`config.mk`:
```
export PLATFORM = sky130hd
export DESIGN_NAME = sram_line_ctrl
export DESIGN_NICKNAME = d
export VERILOG_FILES = /design/src/rtl/sram_line_ctrl.sv
export SDC_FILE = /design/constraint.sdc
export NUM_CORES = 1
export LEC_CHECK = 0
export CAP_MARGIN = 20
export CORE_UTILIZATION = 44
export DETAILED_ROUTE_END_ITERATION = 8
export GPL_TIMING_DRIVEN = 0
export MAX_ROUTING_LAYER = met4
export PLACE_DENSITY = 0.81
export SYNTH_ARGS = -nofsm -noshare
export SYNTH_HDL_FRONTEND = slang
export SYNTH_SLANG_ARGS = --single-unit
```
`constraint.sdc`:
```
create_clock -name clk -period 2 [get_ports clk]
set_input_delay 0.2 -clock clk [delete_from_list [all_inputs] [get_ports clk]]
set_output_delay 0.2 -clock clk [all_outputs]
set_load 0.01 [all_outputs]
```
`src/rtl/sram_line_ctrl.sv`:
```
// Cache-side responder: 64-bit line refills / 32-bit word stores over a 16-bit async SRAM.
// Latency: read 1+4*ACCESS_CYC, write 1+2*ACCESS_CYC; ready low throughout, high in IDLE (no request) or DONE.
module sram_line_ctrl #(
    parameter int ACCESS_CYC = 2
) (
    input  logic        clk,
    input  logic        rst,
    input  logic        rd_en,
    input  logic        wr_en,
    input  logic [31:0] address,
    input  logic [31:0] wdata,
    output logic [63:0] rdata,
    output logic        ready,
    output logic [17:0] sram_addr,
    output logic [15:0] sram_dq_out,
    output logic        sram_dq_oe,
    input  logic [15:0] sram_dq_in,
    output logic        sram_we_n
);

    localparam int CW = (ACCESS_CYC > 2) ? $clog2(ACCESS_CYC) : 1;
    localparam logic [CW-1:0] CNT_LAST = CW'(ACCESS_CYC - 1);

    typedef enum logic [1:0] {
        IDLE  = 2'd0,
        READ  = 2'd1,
        WRITE = 2'd2,
        DONE  = 2'd3
    } state_t;

    state_t        state;
    logic [1:0]    idx;
    logic [CW-1:0] cnt;
    logic [17:0]   addr_q;
    logic [31:0]   wdata_q;
    logic          last_cyc;
    logic          unused_addr_bits;

    // Only halfword address bits [18:1] reach the SRAM.
    assign unused_addr_bits = ^{address[31:19], address[0]};

    assign last_cyc = (cnt == CNT_LAST);

    always_ff @(posedge clk) begin
        if (rst) begin
            state   <= IDLE;
            idx     <= 2'd0;
            cnt     <= '0;
            addr_q  <= '0;
            wdata_q <= '0;
            rdata   <= '0;
        end else begin
            case (state)
                IDLE: begin
                    idx <= 2'd0;
                    cnt <= '0;
                    if (wr_en) begin
                        addr_q  <= address[18:1];
                        wdata_q <= wdata;
                        state   <= WRITE;
                    end else if (rd_en) begin
                        addr_q <= address[18:1];
                        state  <= READ;
                    end
                end
                READ: begin
                    if (last_cyc) begin
                        rdata[{idx, 4'b0000} +: 16] <= sram_dq_in;
                        cnt <= '0;
                        if (idx == 2'd3) begin
                            state <= DONE;
                        end else begin
                            idx <= idx + 2'd1;
                        end
                    end else begin
                        cnt <= cnt + 1'b1;
                    end
                end
                WRITE: begin
                    if (last_cyc) begin
                        cnt <= '0;
                        if (idx == 2'd1) begin
                            state <= DONE;
                        end else begin
                            idx <= idx + 2'd1;
                        end
                    end else begin
                        cnt <= cnt + 1'b1;
                    end
                end
                default: begin
                    state <= IDLE;
                end
            endcase
        end
    end

    // SRAM pins decode straight from registered state, so a reset edge releases the bus at once.
    always_comb begin
        sram_addr   = '0;
        sram_dq_out = '0;
        sram_dq_oe  = 1'b0;
        sram_we_n   = 1'b1;
        case (state)
            READ: begin
                sram_addr = {addr_q[17:2], idx};
            end
            WRITE: begin
                sram_addr   = {addr_q[17:1], idx[0]};
                sram_dq_out = idx[0] ? wdata_q[31:16] : wdata_q[15:0];
                sram_dq_oe  = 1'b1;
                // Last cycle of each access keeps address/data stable after the write strobe.
                sram_we_n   = last_cyc;
            end
            default: begin
            end
        endcase
    end

    assign ready = ((state == IDLE) && !rd_en && !wr_en) || (state == DONE);

endmodule

```
==> reports/results.tsv, run 1 <==
metric	value	unit
status	finished with violations	
failed_checks	setup timing	
slowest_stage	dfxtp_4	
final-nonclk-buf-share	0.262	
nNonClkInverters	6	
crit_path_max_incr_delay	410	ps
largest_register	rdata	
largest_reg_flops	64	
hold_viol	0	
gp_congestion	0.830	
grt_setup_unrepaired	true	
swShare	0.319	
max_freq	495	MHz
cap_violations	0	
r2r_cells	6	
p_per_area	1160	mW/mm^2
cts-root-buf	clkbuf_8	
peakVddDrop	664	uV
ys_seq_frac	0.502	
finalSetupViolCount	10	
antenna_found_initial	0	
firstDrtPassIters	5	
fp_util	0.454	
leakagePower	2.84	nW
hp-class	input pin to flip-flop	
setup_ws	-18.5	ps
r2r_end	rdata[51]	
p_int	5.87	mW
clk-insertion-delay-late	520	ps
hp-start	wdata[21]	
p_switching	2.75	mW
fillers	764	
top_area_cell	dfxtp_1	
ios	185	
arrival	1820	ps
detail_route.wl_per_cell	15.8	um
cts.clk_slew.worst_paths	60	ps
hold_ws	225	ps
nClkBuffers	18	
cp.required	1800	ps
nWellTaps	136	
regArea	0.00237	mm^2
tightestPinTransition	542	ps
clk_share	0.0799	
holdPathStages	3	
grt.overflow.total	0	
postPlaceCellArea	0.00657	mm^2
comb_area	0.00232	mm^2
place.port_buffers	169	
[run 1: layer usage]
metal,vias up,global-route usage,part of all wire
li1,2243,-,-
met1,2181,0.311,0.41
met2,200,0.466,0.51
met3,12,0.0606,0.067
met4,0,0.0966,0.0083
met5,-,-,0
[run 1: kinds of logic after synthesis]
logic type | Yosys count | synth area share
buffers and inverters | 42 | 0.0372
AOI/OAI and AO/OA | 130 | 0.166
adders and majority gates | 12 | 0.0319
muxes | 18 | 0.0385
and+or+nand+nor | 224 | 0.224
DFF | 118 | 0.502
[run 1: critical path: cells and delay by family (launching register included)]
kind                     cells  cell delay, ps
adder cells (fa/ha/maj)      1             290
flip-flops                   1             410
buffers and inverters        3             270
AND-OR/OR-AND                1             180
AND/OR/NAND/NOR              1             140
==> run_1/power_grid.png <==
The bar under the picture is 20 um long. Pins as bars on the die edge.
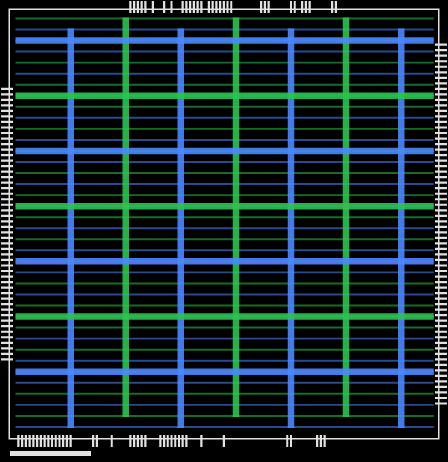
net	color
VDD	green
VSS	blue
met4 straps	7
met1 rails	38
rows	37
signal pins	185
met5 straps	7
core area: 0.0104 mm^2
die width: 105 um

==> run_1/placement_by_type.png <==
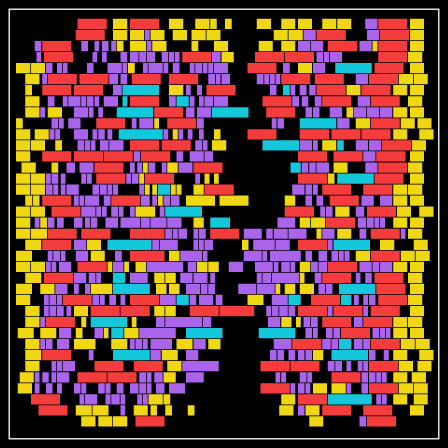
class	color	cells
combinational and other logic	purple	390
other buffers and delay cells	yellow	218
clock drivers and dummy loads	cyan	32
flops	red	118
Post-Layout Inst Area: 0.00744 mm^2
final core utilization: 0.717
Seq area share: 0.319
Rows: 37

==> run_1/congestion.png <==
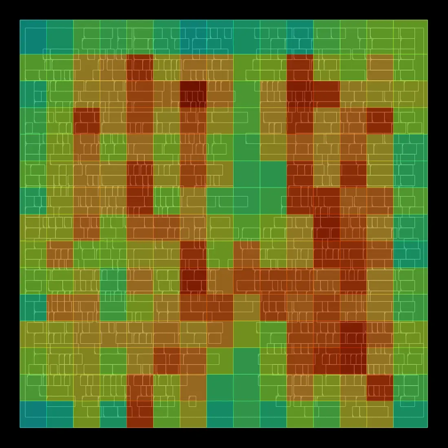
global routing usage on met3: 0.0606
total track usage: 0.272
most used routing layer: met2

==> run_1/io_fan.png <==
The bar under the picture is 20 um long.
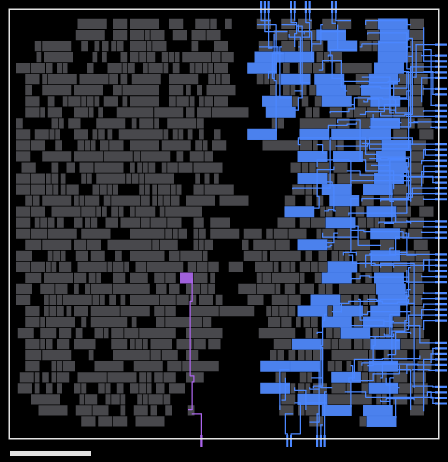

==> run 2, diff against run 1 <==
Settings changed: CORE_UTILIZATION 44 to 45, CTS_BUF_LIST set to sky130_fd_sc_hd__clkbuf_4, PLACE_DENSITY 0.81 to 0.82.
==> run_2/io_fan.png <==
The bar under the picture is 20 um long.
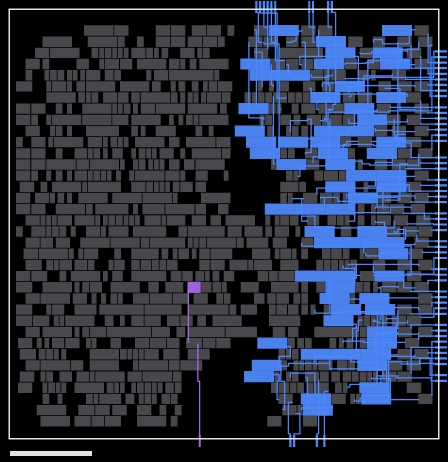
port	color	bits	direction	edge	end cells	buffers	wire
`rdata`	blue	64	output	50 right, 10 top, 4 bottom	64	64	1770 um
`ready`	purple	1	output	bottom	1	1	37.0 um
IO Port Bufs: 169
Ports: 185

==> run_2/cell_density.png <==
The bar under the picture is 20 um long. 10 x 10 tiles, from black (low) to pale yellow (high), 0 to 100% covered.
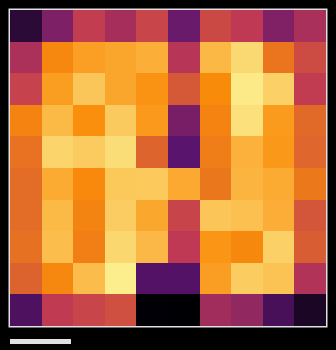
mean over tiles	66%
tiles over 75% full	44%
nearly empty tiles	2.0%
final core utilization: 0.736
core area: 0.00995 mm^2
fp util: 0.473

==> run 2 against run 1 <==
The flow still finishes with violations (setup timing); combinational power increased by 7.7%; sequential cell count unchanged; synthesized area unchanged; register-to-register slack got worse by 40 ps; via count about the same; clock-buffer cell count unchanged; fmax decreased by 3.7%; cell area decreased by 1.5%; clock skew about the same; synthesized cell count unchanged; final cell count increased by 0.11%; worst setup slack got worse by 77 ps; largest power group is now combinational cells; highest routed layer unchanged.
==> reports/results.tsv, run 2 <==
metric	value	unit	change
arrival	1900	ps	+80 ps
clk-insertion-delay-late	530	ps	about the same
critical_path_buf_inv_count	4		+1
swShare	0.338		+0.0184
p_switching	2.66	mW	-3.5%
cpLargestDelayFamily	buffers and inverters		
max_freq	477	MHz	-3.7%
peakVddDrop	543	uV	-18%
slowest_stage	dfxtp_4		
fin_area	0.00733	mm^2	-1.5%
r2r_cells	8		+2
tightestPinTransition	644	ps	+102 ps
cts.clk_slew.worst_paths	110	ps	+50 ps
path_depth	7		+1
top_area_cell	dfxtp_1		
postPlaceCellArea	0.00657	mm^2	about the same
cp.required	1800	ps	about the same
detail_route.wl_per_cell	15.7	um	-0.67%
met2_length	7160	um	-1.2%
met1_usage	0.298		-0.0127
use_met2	0.461		-0.00543
finalSetupViolCount	16		+6
firstDrtPassIters	5		unchanged
fillers	718		-6.0%
cap_violations	0		unchanged
gp_congestion	0.854		+2.8%
leakagePower	2.81	nW	-1.2%
holdPathStages	3		unchanged
failed_checks	setup timing		
status	finished with violations		
hp-start	address[12]		
grt.overflow.total	0		unchanged
p_per_area	1070	mW/mm^2	-7.4%
largest_reg_flops	64		unchanged
track_usage	0.266		-0.00506
setup_ws	-95.6	ps	-77.1 ps
crit_path_max_incr_delay	410	ps	about the same
grt_setup_unrepaired	true		
p_int	5.21	mW	-11%
dr.max_layer_used	met4		
rows	36		-2.7%
largest_register	rdata		
hold_ws	210	ps	-14.9 ps
-- run 2: cell families (layout without fill, tap and decap cells) --
family                     count (synthesis)  count (layout)  share of synthesized area
DFF                                      118             118                      0.502
buffers and inverters                     42             260                     0.0372
adders and majority gates                 12              12                     0.0319
AOI/OAI and AO/OA                        130             130                      0.166
muxes                                     18              18                     0.0385
and+or+nand+nor                          224             224                      0.224
-- run 2: area by class of cell --
class / instances / area [um^2] / share of cell area
clock inverter: 14 / 208 / 0.0284
timing repair buffer: 190 / 1800 / 0.246
sequential: 118 / 2370 / 0.324
buffer: 32 / 214 / 0.0292
inverter: 6 / 30.0 / 0.00410
clock buffer: 18 / 135 / 0.0184
tap: 133 / 166 / 0.0227
multi-input combinational: 384 / 2400 / 0.328
No activity file was given, so power comes from the tool's default toggle rates.
